**config.mk**
```make
export PLATFORM = sky130hd
export DESIGN_NAME = song_reader
export DESIGN_NICKNAME = d
export VERILOG_FILES = /design/src/rtl/song_reader.sv
export SDC_FILE = /design/constraint.sdc
export NUM_CORES = 1
export LEC_CHECK = 0
export CAP_MARGIN = 10
export CELL_PAD_IN_SITES_DETAIL_PLACEMENT = 0
export CELL_PAD_IN_SITES_GLOBAL_PLACEMENT = 2
export CORE_UTILIZATION = 29
export DETAILED_ROUTE_END_ITERATION = 7
export GPL_ROUTABILITY_DRIVEN = 1
export PLACE_DENSITY_LB_ADDON = 0.3
export SETUP_SLACK_MARGIN = 0.4
export SLEW_MARGIN = 0
export SYNTH_ARGS = -nofsm -noshare
export SYNTH_HDL_FRONTEND = slang
export SYNTH_SLANG_ARGS = --single-unit
```
**constraint.sdc**
```tcl
create_clock -name clk -period 2.2 [get_ports clk]
set_input_delay 0.22 -clock clk [delete_from_list [all_inputs] [get_ports clk]]
set_output_delay 0.22 -clock clk [all_outputs]
set_load 0.05 [all_outputs]
```
**src/rtl/song_reader.sv**
```systemverilog
// song_reader: walks a song ROM one note at a time and hands each note to note_player.
// Define SONG_READER_LOOP_EN to repeat the song instead of returning to IDLE at its end.
module song_reader #(
  parameter int SONG_W = 2,
  parameter int IDX_W  = 5
) (
  input  logic                    clk,
  input  logic                    reset,
  input  logic                    play,
  input  logic [SONG_W-1:0]       song,
  input  logic                    note_done,
  output logic [SONG_W+IDX_W-1:0] rom_addr,
  input  logic [11:0]             rom_dout,
  output logic [5:0]              note_to_load,
  output logic [5:0]              duration_to_load,
  output logic                    load_new_note,
  output logic                    song_done
);

  typedef enum logic [2:0] {
    IDLE    = 3'd0,
    FETCH   = 3'd1,
    DECODE  = 3'd2,
    LOAD    = 3'd3,
    PLAYING = 3'd4
  } state_t;

`ifdef SONG_READER_LOOP_EN
  localparam state_t END_STATE = FETCH;
`else
  localparam state_t END_STATE = IDLE;
`endif

  state_t            state, state_nxt;
  logic [IDX_W-1:0]  idx, idx_nxt;
  logic [SONG_W-1:0] song_reg, song_reg_nxt;
  logic [5:0]        note_nxt, dur_nxt;
  logic              play_q;
  logic              armed;
  logic              end_marker;
  logic              last_idx;

  assign rom_addr   = {song_reg, idx};
  assign end_marker = (rom_dout[5:0] == 6'd0);
  assign last_idx   = (idx == {IDX_W{1'b1}});

  // State and datapath registers. armed stays low for the first clock after
  // reset so a play level already high at release is not taken as an edge.
  always_ff @(posedge clk or negedge reset) begin
    if (!reset) begin
      state            <= IDLE;
      idx              <= {IDX_W{1'b0}};
      song_reg         <= {SONG_W{1'b0}};
      play_q           <= 1'b0;
      armed            <= 1'b0;
      note_to_load     <= 6'd0;
      duration_to_load <= 6'd0;
    end else begin
      state            <= state_nxt;
      idx              <= idx_nxt;
      song_reg         <= song_reg_nxt;
      play_q           <= play;
      armed            <= 1'b1;
      note_to_load     <= note_nxt;
      duration_to_load <= dur_nxt;
    end
  end

  // Next-state logic; every non-idle state stalls while play is low.
  always_comb begin
    state_nxt    = state;
    idx_nxt      = idx;
    song_reg_nxt = song_reg;
    note_nxt     = note_to_load;
    dur_nxt      = duration_to_load;
    case (state)
      IDLE: begin
        idx_nxt = {IDX_W{1'b0}};
        if (play && !play_q && armed) begin
          song_reg_nxt = song;
          state_nxt    = FETCH;
        end else begin
          state_nxt = IDLE;
        end
      end
      FETCH: begin
        if (play) state_nxt = DECODE;
        else      state_nxt = FETCH;
      end
      DECODE: begin
        if (!play) begin
          state_nxt = DECODE;
        end else if (end_marker) begin
          idx_nxt   = {IDX_W{1'b0}};
          state_nxt = END_STATE;
        end else begin
          note_nxt  = rom_dout[11:6];
          dur_nxt   = rom_dout[5:0];
          state_nxt = LOAD;
        end
      end
      LOAD: begin
        if (play) state_nxt = PLAYING;
        else      state_nxt = LOAD;
      end
      PLAYING: begin
        if (!(play && note_done)) begin
          state_nxt = PLAYING;
        end else if (last_idx) begin
          idx_nxt   = {IDX_W{1'b0}};
          state_nxt = END_STATE;
        end else begin
          idx_nxt   = idx + IDX_W'(1);
          state_nxt = FETCH;
        end
      end
      default: begin
        idx_nxt   = {IDX_W{1'b0}};
        state_nxt = IDLE;
      end
    endcase
  end

  // Strobes are gated by play so nothing fires while paused.
  always_comb begin
    load_new_note = 1'b0;
    song_done     = 1'b0;
    if (play) begin
      case (state)
        DECODE:  song_done     = end_marker;
        LOAD:    load_new_note = 1'b1;
        PLAYING: song_done     = note_done & last_idx;
        default: begin
          load_new_note = 1'b0;
          song_done     = 1'b0;
        end
      endcase
    end else begin
      load_new_note = 1'b0;
      song_done     = 1'b0;
    end
  end

endmodule

```
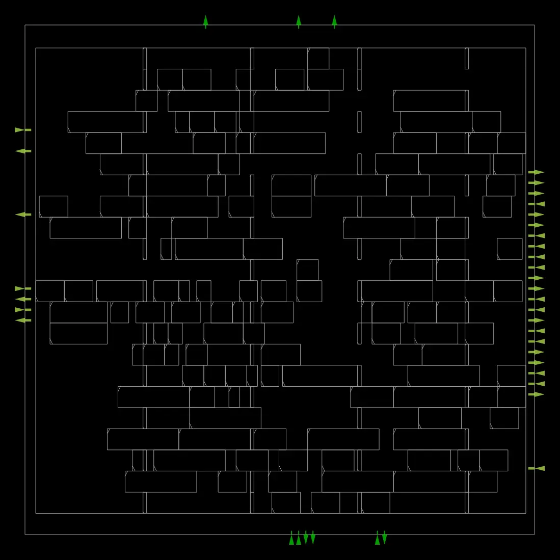
**Above:** run 1 (cell outlines without signal wires).
area inside the core boundary: 3770 um^2
count of non-filler cells in the finished layout: 183
number of filler cells placed in the layout: 339

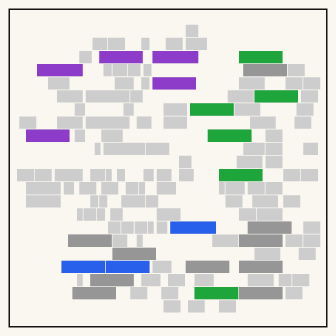
**Above:** run 1 (where the registers sit).
Other sequential cells in the stronger grey, the rest of the logic in the fainter grey.
Blue is state, flops 3. Purple is idx, flops 5. Green is duration_to_load, flops 6.
Another 10 sequential cells are not coloured.

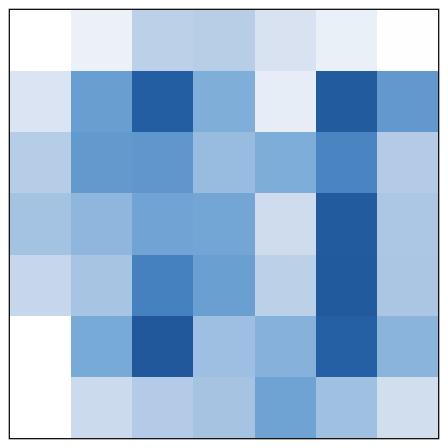
**Above:** run 1 (placement density heat map).
7 x 7 tiles, from white (low) to dark blue (high), 0 to 100% covered.
The mean over all tiles is 40%. 12% of the tiles are over 75% full. 8.2% of the tiles are nearly empty. The fullest tile reaches 84%.

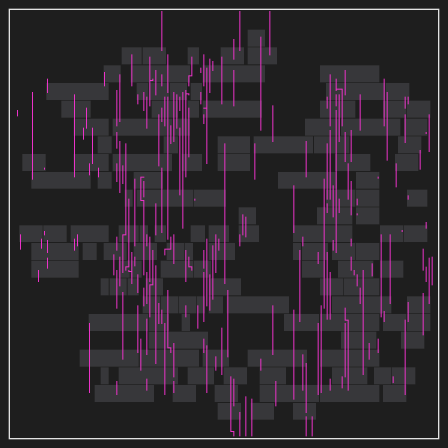
**Above:** run 1 (the metal 2 layer).
Cells faint in the background.
The layer carries 1080 um of wire. The layer holds 43% of the routed length. The longest straight run is 21.8 um.

## run 1: report_power, final
part / internal [mW] / switching [mW]
clock network: 0.159 / 0.133
registers: 0.603 / 0.112
logic: 0.572 / 0.784
total: 1.33 / 1.03
## run 1: repair_timing
item / 4_1_cts / 5_1_grt
endpoints found under the setup margin: 17 / 9
pin swaps: 4 / 1
gates resized: 3 / 7
buffers inserted: 3 / 0
endpoints found under the hold margin: 0 / 0
## run 1: how the worst min path moves through the flow
stage | endpoint
after floorplan | armed
after global placement | note_to_load[0]
after detailed placement | duration_to_load[4]
after CTS | duration_to_load[4]
after global routing | duration_to_load[4]
final | duration_to_load[4]
## run 1: cell usage in the layout, fill, tap and decap left out, types with 2 or more instances in the layout
cell and count:
sky130_fd_sc_hd__and2_4 2, sky130_fd_sc_hd__and3_1 2, sky130_fd_sc_hd__buf_12 2, sky130_fd_sc_hd__buf_4 8, sky130_fd_sc_hd__clkbuf_8 4, sky130_fd_sc_hd__clkdlybuf4s50_1 33, sky130_fd_sc_hd__dfrtp_1 21, sky130_fd_sc_hd__dfrtp_2 3
sky130_fd_sc_hd__dlymetal6s2s_1 2, sky130_fd_sc_hd__ha_4 2, sky130_fd_sc_hd__mux2_1 4, sky130_fd_sc_hd__mux2_4 12, sky130_fd_sc_hd__nand2_1 4, sky130_fd_sc_hd__nand3_1 4, sky130_fd_sc_hd__nor2_1 2, sky130_fd_sc_hd__o21ai_1 2
## run 1: layout make-up
cell class                 count  area, um^2
multi-input combinational     60         599
sequential                    24         604
clock buffer                   4        55.1
timing repair buffer          46         464
fill                         339        1980
inverter                       1        3.75
tap                           48        60.1
## run 1: metrics by stage
stage           util  instances
2_1_floorplan      -         89
3_3_place_gp   0.443        176
3_5_place_dp   0.443        176
4_1_cts        0.465        183
5_1_grt        0.474        183
6_report       0.474        183
==> design notes, run 1 <==
With the post-synthesis sequential area ratio at 0.513, the number of top-level pins is 39. For the worst setup path, the data arrival time is 1.63 ns. The tools report the worst setup slack after layout as 0.348 ns. Summing all non-filler instances in the final layout gives an area of 1790 um^2. After detailed routing, the average wire length per cell comes to 13.7 um. The highest-delay cell along the critical path is sky130_fd_sc_hd__dfrtp_2. The number of H-tree branching levels is 1, and the share of cells above drive strength 1 is 0.296. In the final design database the tool counted 156 nets. The number of nets in the synthesized netlist is 109. The ratio of total power to cell area was 1320 nW/um^2. The row count was 22; the global-route wire length before repair was 4.32 mm. Adder and majority gate portion of the synthesized area: 0.0214.

The worst setup path is of the reg2out kind. The number of cells on the worst reg-to-reg path is 5, and the average cell area after synthesis is 13.1 um^2. The area fraction in mux cells was 0.193. Buffers inserted to repair hold after CTS numbered 0. The tools report the root cell of the clock tree as sky130_fd_sc_hd__clkbuf_8. The worst setup path is launched from a register. The worst hold margin is 0.320 ns, and the met2 demand-to-capacity share in global routing is 0.195. After detailed placement, the total cell area comes to 1670 um^2.

The tools report the routed via count as 868. With the cell total in the yosys stat output at 89, the maximum resistive drop on vdd is 0.000366 V. Entering global routing, the biggest net connects 25 pins. The data required time of the critical path is 1.98 ns, and the number of clock sinks is 24. The run gives 907 for the number of global-route vias before repair.

Largest family of logic cells by area: multiplexers. The element type at the critical path end was an output port. met2 is the most crowded layer. Derived from the worst setup path, the maximum achievable clock frequency is 540 MHz. The run gives 0.00749 for the synthesized-area fraction occupied by xor and xnor cells. After synthesis the cells add up to 1170 um^2. The number of clock buffers added by TritonCTS is 3.

The timing report gives the worst reg2reg path a setup slack of 0.51 ns. Prior to clock tree synthesis, the placed netlist has a worst setup slack of 0.0352 ns. The run gives 89 for the instance tally after logic synthesis. The flow ran to the end, and the final reports show no timing, DRC or antenna violations. Power comes to 2.36 mW. The met3 track demand over resource was 0.0260. The critical path goes through ha_4 -> and3_4 -> ha_4 -> nand4b_1 -> a21oi_4 -> buf_12. The DRC violation total left in the routed layout is recorded as 0. Final worst-path cycle share: 0.842.

TritonCTS built the clock tree. The met1 track demand over resource in global routing is 0.189, and the measured slew at the worst slew-check pin is 0.502 ns. The logs give 0.26 ns for the clock insertion delay at the later pin of the skew report and 1.08 mm for the met2 wirelength from detailed routing. The biggest fanout along the worst timing path works out to 3. The buffers plus inverters on the worst setup path works out to 1.

The class of the tightest hold or removal check was in2async. The end-of-flow timing check tallies setup violations at 0. The worst setup path startpoint is idx[0]. The detail route stage leaves a number of antenna-violating nets equal to 0. Area growth from synthesis to layout: 52.7%.

Share of the synthesized area in the top cell type: 0.513. The highest routing layer actually used is met4. The count of port buffers added during placement is 38, and the number of register bits inferred by synthesis is 24.

The die span in x came out at 65.5 um. The tools report the routed length on met1 as 1.26 mm. Sorting the synthesized cells by area gives the leading types as sky130_fd_sc_hd__dfrtp_1 (51%), sky130_fd_sc_hd__mux2_4 (15%), sky130_fd_sc_hd__mux2_1 (3.9%). The minimum period implied by the final worst setup slack was 1.85 ns; the final count of pins violating max slew was 0. With the simple-gate share of the synthesized area at 0.161, the maximum clock insertion buffer count is 2. In the final timing run, aggregate negative setup slack is 0 ns. Dividing the detail-routed via count by the number of cells gives 4.74.

OpenSTA lists the critical path endpoint as song_done. For the first-pass iteration count of the detailed router, the log shows 4. The worst relative slew slack came out at 0.664. Top cell type by instance count after synthesis: sky130_fd_sc_hd__dfrtp_1. For this block, the initial DRC count from the detailed router was 18. Met3 wire length: 167 um. Among cell families on the critical path, the largest total delay comes from flip-flops. Among the stages of the critical path, the cell type that occurs most often is sky130_fd_sc_hd__ha_4. The yosys synthesis chip area came out at 1170 um^2. Compound-gate portion of the synthesized area: 0.0727. Per the GRT congestion report, total overflow comes to 0.

Looking at the reg2reg group, the worst path ends at idx[1]. The clock-pin slew on the worst setup and hold paths was 0.08 ns; the height of the die was 65.5 um. Once detailed placement completed, the half-perimeter wirelength came to 1.82 mm.

Among all stages on the critical path, the maximum delay recorded is 0.40 ns. Sorting the Yosys area breakdown by cell type puts at the top sky130_fd_sc_hd__dfrtp_1. Reg-to-reg critical path startpoint: state[0].
**Run 1: signal wires on met1**

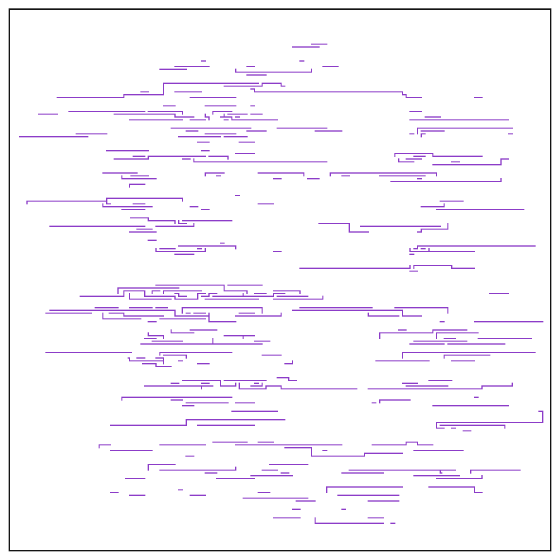

==> run 2: changes to the inputs <==
==> constraint.sdc (replaced) <==
create_clock -name clk -period 1.9 [get_ports clk]
set_input_delay 0.19 -clock clk [delete_from_list [all_inputs] [get_ports clk]]
set_output_delay 0.19 -clock clk [all_outputs]
set_load 0.05 [all_outputs]
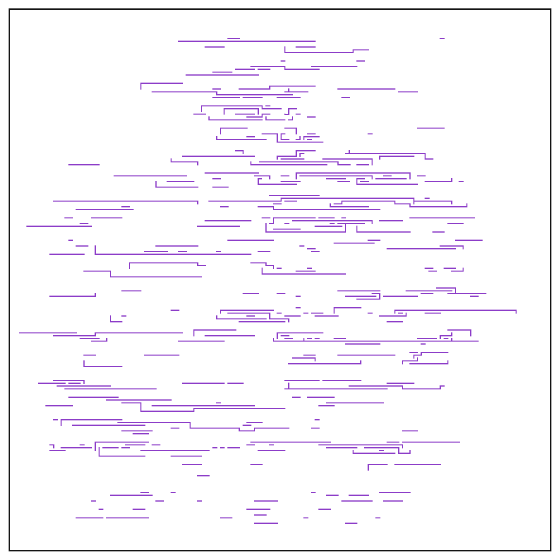
**Above:** run 2 (signal wires on met1).
The longest straight run is 24.8 um. The layer carries 1230 um of wire. The wires run mostly horizontal. The layer holds 45% of the routed length.

==> run 2 against run 1 <==
Against the previous run: via count up 7.0%; critical path depth did not move; core utilization up 4.6 points; clock skew down 0.0018 ns; clock power is 21% higher; count of clock-buffer cells in the layout is the same; non-clock buffer count up 17; global-route usage increased by 0.65 points.
==> design notes, run 2 <==
The run gives 606 um^2 (was 604 um^2) as the register area. The average cell area after synthesis is 13.1 um^2 (unchanged). The run gives 0.0214 (unchanged) for the adder and majority gate portion of the synthesized area. The dominant cell type by area after synthesis is sky130_fd_sc_hd__dfrtp_1 (unchanged). The run gives 965 (was 907) as the number of global-route vias before repair. With the first-pass iteration count of the detailed router at 4 (unchanged), the post-synthesis cell area is 1170 um^2 (unchanged).

The share of the synthesized area in the top cell type is 0.513 (unchanged). The row count is 22 (unchanged). Number of cells on the worst reg-to-reg path: 7 (was 5). The compound-gate portion of the synthesized area was 0.0727 (unchanged). Number of warning messages in the yosys log: 0 (unchanged).

The tools report the element type at the critical path end as an output port (unchanged). The largest family of logic cells by area is multiplexers (unchanged). The multi-input gate area in the final layout came out at 652 um^2 (was 599 um^2). The count of endpoints failing hold in the final timing report is 0 (unchanged).

The synthesized-area fraction occupied by xor and xnor cells came out at 0.00749 (unchanged). The core area was 3770 um^2 (unchanged). The worst reg2reg path endpoint is idx[2] (was idx[1]). For the cell total in the yosys stat output, the log shows 89 (unchanged). The run gives 0.41 ns (was 0.40 ns) for the largest stage delay on the critical path. The type of element launching the critical path was a register (unchanged). The tools report the startpoint of the lowest-slack hold path as rom_dout[1].

The final setup TNS is 0 ns (unchanged). Setup violation total in the final timing report: 0 (unchanged). The flow ran to the end, and the final reports show no timing, DRC or antenna violations. With the area growth from synthesis to layout at 67.6% (was 52.7%), the design area is 1960 um^2 (was 1790 um^2).

The area fraction in mux cells is 0.193 (unchanged). With the number of buffers added by the clock tree synthesis step at 3 (unchanged), the number of register bits inferred by synthesis is 24 (unchanged). The logs give 25 (unchanged) for the maximum number of pins on one net before global-route repair and 1 (unchanged) for the number of H-tree branching levels. Synthesized netlist net count: 109 (unchanged). Reg-to-reg critical path startpoint: idx[0] (was state[0]). The post-detailed-route wirelength per cell works out to 13.6 um (was 13.7 um). List of cells traversed by the critical path: ha_4 -> and3_4 -> ha_4 -> nand4b_1 -> a21oi_4 -> buf_12 (unchanged).

The tools report the routed via count as 929 (was 868). With the ratio of routed vias to standard cells at 4.65 (was 4.74), the maximum clock insertion buffer count is 2 (unchanged). The simple-gate share of the synthesized area was 0.161 (unchanged).

The register-to-register path setup slack is 0.18 ns (was 0.51 ns). For the data required time of the critical path, the log shows 1.71 ns (was 1.98 ns). The ratio of total power to cell area works out to 1470 nW/um^2 (was 1320 nW/um^2). The root cell of the clock tree was sky130_fd_sc_hd__clkbuf_8 (unchanged). The run gives 1740 um^2 (was 1670 um^2) as the placement-stage cell area. The post-synthesis sequential area ratio was 0.513 (unchanged). With the buffers plus inverters on the worst setup path at 1 (unchanged), the number of top-level pins is 39 (unchanged). The logs give 0 (unchanged) for the post-cts hold buffer count and 4.55 mm (was 4.32 mm) for the global-route wire length before repair. The tools report the number of remaining DRC errors as 0 (unchanged).

Most numerous cell on the critical path: sky130_fd_sc_hd__ha_4 (unchanged). The cell family with the largest share of critical-path delay is flip-flops (unchanged). For the final HPWL from detailed placement, the log shows 1.84 mm (was 1.82 mm).

The run gives 173 (was 156) as the final layout net count. The fill cell instance count of the final layout is 323 (was 339). The clock insertion delay at the later pin of the skew report is 0.26 ns (about the same).

Share of cells above drive strength 1: 0.447 (was 0.296). The run gives 0 (unchanged) for the final count of pins violating max slew. TritonCTS built the clock tree. The overflow left after global routing is 0 (unchanged), and the power after layout is 2.88 mW (was 2.36 mW).

The class of the tightest hold or removal check is in2reg (was in2async). The highest-delay cell along the critical path was sky130_fd_sc_hd__dfrtp_2 (unchanged). The maximum resistive drop on vdd was 0.000887 V (was 0.000366 V); the peak clock frequency supported by timing was 557 MHz.

The biggest fanout along the worst timing path is 4 (was 3), and the instance tally after logic synthesis is 89 (unchanged). The tools report the remaining antenna violation count as 0 (unchanged). Minimum period implied by the final worst setup slack: 1.80 ns.

Critical path arrival: 1.61 ns (was 1.63 ns). The die span in x was 65.5 um (unchanged). With the clock-pin slew on the worst setup and hold paths at 0.09 ns (was 0.08 ns), the count of port buffers added during placement is 38 (unchanged).

The top cell type by instance count after synthesis was sky130_fd_sc_hd__dfrtp_1 (unchanged).
run 2: cell counts after synthesis:
No cell type changed its count.
run 2: worst max path at each step:
stage | cells past startpoint | endpoint | start | slack [ns]
finish | 6 | song_done | idx[0] | 0.10
global route | 6 | song_done | idx[1] | 0.05
global placement | 5 | note_to_load[0] | rom_dout[2] | -0.19
floorplan | 5 | song_done | idx[0] | 0.15
detailed placement | 5 | note_to_load[0] | rom_dout[2] | -0.25
CTS | 6 | song_done | idx[0] | 0.08
run 2: routing by layer:
layer | track usage | vias up | wire length, um
li1 | - | 446 | -
met1 | 0.186 | 459 | 1230
met2 | 0.226 | 22 | 1350
met3 | 0.0313 | 2 | 109
met4 | 0.0245 | 0 | 18
met5 | 0 | - | 0
run 2: logic make-up after synthesis:
family,Yosys count
mux,16
compound gates,11
xor+xnor,1
buf+inv,5
simple gates,29
fa+ha+maj,2
other cells,1
flops,24
run 2: report_power, final:
group	internal (mW)	total (mW)	switching, mW
clock network	0.185	0.353	0.168
registers	0.697	0.805	0.109
logic	0.724	1.72	0.995
total	1.61	2.88	1.27
run 2: metrics by stage:
step	worst slack (ns)	cells	hold WS, ns	utilization
floorplan	0.145	89	-0.106	-
global placement	-0.190	181	0.477	0.461
detailed placement	-0.245	181	0.487	0.461
CTS	0.0836	191	0.296	0.486
global route	0.0493	200	0.214	0.520
finish	0.105	200	0.213	0.520
run 2: area by class of cell:
class,instances,share of cell area
Inverter,1,0.00191
Sequential cell,24,0.309
Timing Repair Buffer,63,0.298
Clock buffer,4,0.0281
Multi-Input combinational cell,60,0.332
Tap cell,48,0.0306
run 2: what timing repair did:
item                       in CTS  in global routing
setup endpoints to repair      38                 22
cloned                          0                  0
pin swaps                       8                 10
setup buffers                   6                  9
gates resized                  29                 17
**Run 2: the metal 2 layer**

Cells faint in the background.
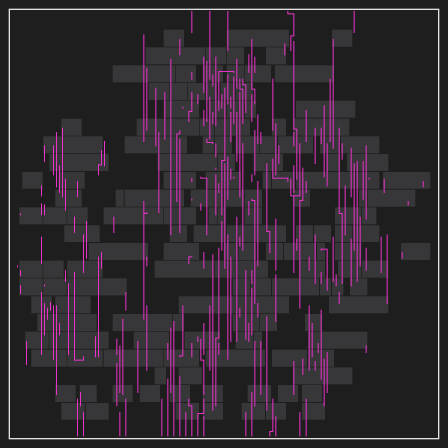

==> run 3: changes to the inputs <==
--- a/config.mk
+++ b/config.mk
@@ -8,7 +8,8 @@
 export CAP_MARGIN = 10
 export CELL_PAD_IN_SITES_DETAIL_PLACEMENT = 0
 export CELL_PAD_IN_SITES_GLOBAL_PLACEMENT = 2
-export CORE_UTILIZATION = 29
+export CORE_UTILIZATION = 28
+export CTS_BUF_LIST = sky130_fd_sc_hd__clkbuf_4 sky130_fd_sc_hd__clkbuf_8
 export DETAILED_ROUTE_END_ITERATION = 7
 export GPL_ROUTABILITY_DRIVEN = 1
 export PLACE_DENSITY_LB_ADDON = 0.3
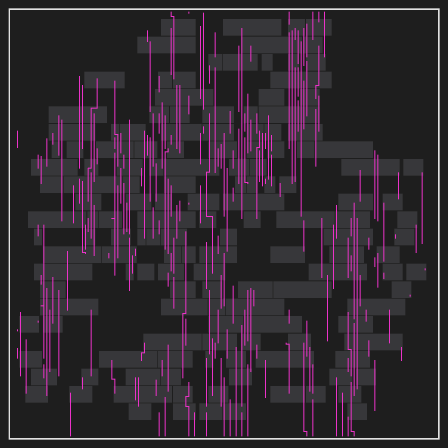
**Above:** run 3 (the metal 2 layer).
Cells faint in the background.
The wires run mostly vertical. The layer carries 1490 um of wire.

==> run 3 against run 2 <==
Against the previous run: combinational power increased by 5%; first-iteration DRC count down 53%; clock power barely moved; routed wire length is 6.6% higher; critical endpoint unchanged; largest power group unchanged.
==> design notes, run 3 <==
The post-synthesis cell area came out at 1170 um^2 (unchanged). The tools report the maximum clock insertion buffer count as 2 (unchanged). The number of register bits inferred by synthesis was 24 (unchanged). The tools report the setup violation total in the final timing report as 0 (unchanged). The run gives 89 (unchanged) for the instance tally after logic synthesis.

The placement-stage cell area is 1750 um^2 (was 1740 um^2). For the final HPWL from detailed placement, the log shows 1.95 mm (was 1.84 mm). The global-route wire length before repair was 4.51 mm (was 4.55 mm). Class of the tightest hold or removal check: in2async (was in2reg). The tools report the clock insertion delay at the later pin of the skew report as 0.26 ns (about the same). Element type at the critical path end: an output port (unchanged). The final worst-path cycle share was 0.972 (was 0.945).

Worst reg2reg path endpoint: idx[2] (unchanged). The height of the die is 66.6 um (was 65.5 um), and the synthesized netlist net count is 109 (unchanged). The worst hold margin is 0.278 ns (was 0.213 ns).

The power in combinational cells is 1.80 mW (was 1.72 mW), and the die span in x is 66.6 um (was 65.5 um). The ratio of total power to cell area came out at 1490 nW/um^2 (was 1470 nW/um^2). The run finished with clean final reports. The peak clock frequency supported by timing was 542 MHz (was 557 MHz); the post-placement setup slack was -0.256 ns (was -0.245 ns). The ratio of routed vias to standard cells is 4.63 (was 4.65), and the maximum number of pins on one net before global-route repair is 25 (unchanged).

The number of warning messages in the yosys log is 0 (unchanged). The group drawing the most power is combinational logic (unchanged). The tools report the number of global-route vias before repair as 992 (was 965). The cell total in the yosys stat output is 89 (unchanged). Dominant cells by area after synthesis: sky130_fd_sc_hd__dfrtp_1 (51%), sky130_fd_sc_hd__mux2_4 (15%), sky130_fd_sc_hd__mux2_1 (3.9%) (unchanged). The worst setup slack after layout was 0.0540 ns (was 0.105 ns).

The number of H-tree branching levels was 1 (unchanged). The root cell of the clock tree was sky130_fd_sc_hd__clkbuf_8 (unchanged). The run gives 0 (unchanged) for the final count of pins violating max slew.

The reg-to-reg critical path startpoint was idx[0] (unchanged). The tools report the capturing instance or port of the critical path as song_done (unchanged). The count of port buffers added during placement was 38 (unchanged). Classification of the worst setup path: reg2out (unchanged).

The design area was 1980 um^2 (was 1960 um^2). Biggest fanout along the worst timing path: 2 (was 4). For the maximum resistive drop on vdd, the log shows 0.000683 V (was 0.000887 V). Commonest non-fill, non-tap cells in the layout: sky130_fd_sc_hd__dfrtp_1 (20), sky130_fd_sc_hd__dlygate4sd2_1 (20), sky130_fd_sc_hd__buf_4 (16) (was sky130_fd_sc_hd__dfrtp_1 (20), sky130_fd_sc_hd__buf_4 (20), sky130_fd_sc_hd__dlygate4sd2_1 (19)). The run gives 0 (unchanged) for the number of remaining DRC errors.

Yosys synthesis chip area: 1170 um^2 (unchanged). The register share of total power was 0.270 (was 0.280); the overflow left after global routing was 0 (unchanged). The run gives 1.71 ns (about the same) as the data required time of the critical path.

Core area: 4000 um^2 (was 3770 um^2). The number of cells on the worst reg-to-reg path is 7 (unchanged), and the first-iteration detailed-routing DRC count is 19 (was 40). The share of the synthesized area in the top cell type is 0.513 (unchanged). The final non-filler cell total was 200 (unchanged); the final layout net count was 171 (was 173). Post-synthesis sequential area ratio: 0.513 (unchanged). Switching part of the total power: 0.439 (was 0.442). The post-detailed-route wirelength per cell is 14.5 um (was 13.6 um).

The row count is 23 (was 22). The routed via count is 926 (was 929), and the critical path arrival is 1.66 ns (was 1.61 ns). The run gives 1.66 mW (was 1.61 mW) for the cell internal power dissipation. The area growth from synthesis to layout works out to 69.6% (was 67.6%). The number of buffers added by the clock tree synthesis step was 3 (unchanged). Dominant cell type by area after synthesis: sky130_fd_sc_hd__dfrtp_1 (unchanged). The logs give 0.797 mW (was 0.805 mW) for the sequential logic power and 0.611 (was 0.597) for the part of the power in combinational logic. The run gives 0.09 ns (about the same) for the clock-pin slew on the worst setup and hold paths. The share of cells above drive strength 1 was 0.460 (was 0.447). With the first-pass iteration count of the detailed router at 4 (unchanged), the final setup TNS is 0 ns (unchanged).

Power in the clock group: 0.353 mW (about the same). Number of top-level pins: 39 (unchanged). The number of clock sinks is 24 (unchanged), and the wire length reported by the detailed router is 2.89 mm (was 2.71 mm).
==> run 3: routing by layer <==
layer / global-route usage / part of all wire
met4: 0.0559 / 0.0066
met3: 0.0205 / 0.030
met5: 0 / 0
met1: 0.172 / 0.45
met2: 0.235 / 0.52
==> run 3: cell families (layout without fill, tap and decap cells) <==
kind of cell,count (synthesis),count (layout),synth area share
AND-OR/OR-AND,11,11,0.0727
XOR/XNOR,1,1,0.00749
adder cells (fa/ha/maj),2,2,0.0214
buffers and inverters,5,66,0.0278
flip-flops,24,24,0.513
multiplexers,16,16,0.193
other,1,1,0.00321
AND/OR/NAND/NOR,29,29,0.162
==> run 3: worst max-delay path, stage by stage (launching register included) <==
cell,delay [ns]
sky130_fd_sc_hd__dfrtp_2,0.40
sky130_fd_sc_hd__ha_4,0.14
sky130_fd_sc_hd__and3_4,0.19
sky130_fd_sc_hd__ha_4,0.14
sky130_fd_sc_hd__nand4b_1,0.15
sky130_fd_sc_hd__a21oi_4,0.21
sky130_fd_sc_hd__buf_12,0.15
==> run 3: what timing repair did <==
item	4_1_cts	5_1_grt
gates resized	32	15
hold buffers	0	0
gates cloned	0	1
pin swaps	9	9
endpoints found under the setup margin	39	23
buffers inserted	7	4
==> run 3: how the worst min path moves through the flow <==
stage	end	cells after the start	start
after floorplan	armed	0	reset
after global placement	note_to_load[0]	1	note_to_load[0]
after detailed placement	note_to_load[0]	1	note_to_load[0]
after CTS	armed	2	reset
after global routing	armed	2	reset
final	song_reg[0]	2	reset
==> run 3: final cells by class <==
type                            count  area [um^2]
Clock buffer                        4         55.1
Fill cell                         373         2020
Inverter                            1         3.75
Multi-Input combinational cell     60          664
Sequential cell                    24          606
Tap cell                           50         62.6
Timing Repair Buffer               61          593
Power is estimated from default activity; no workload was simulated.
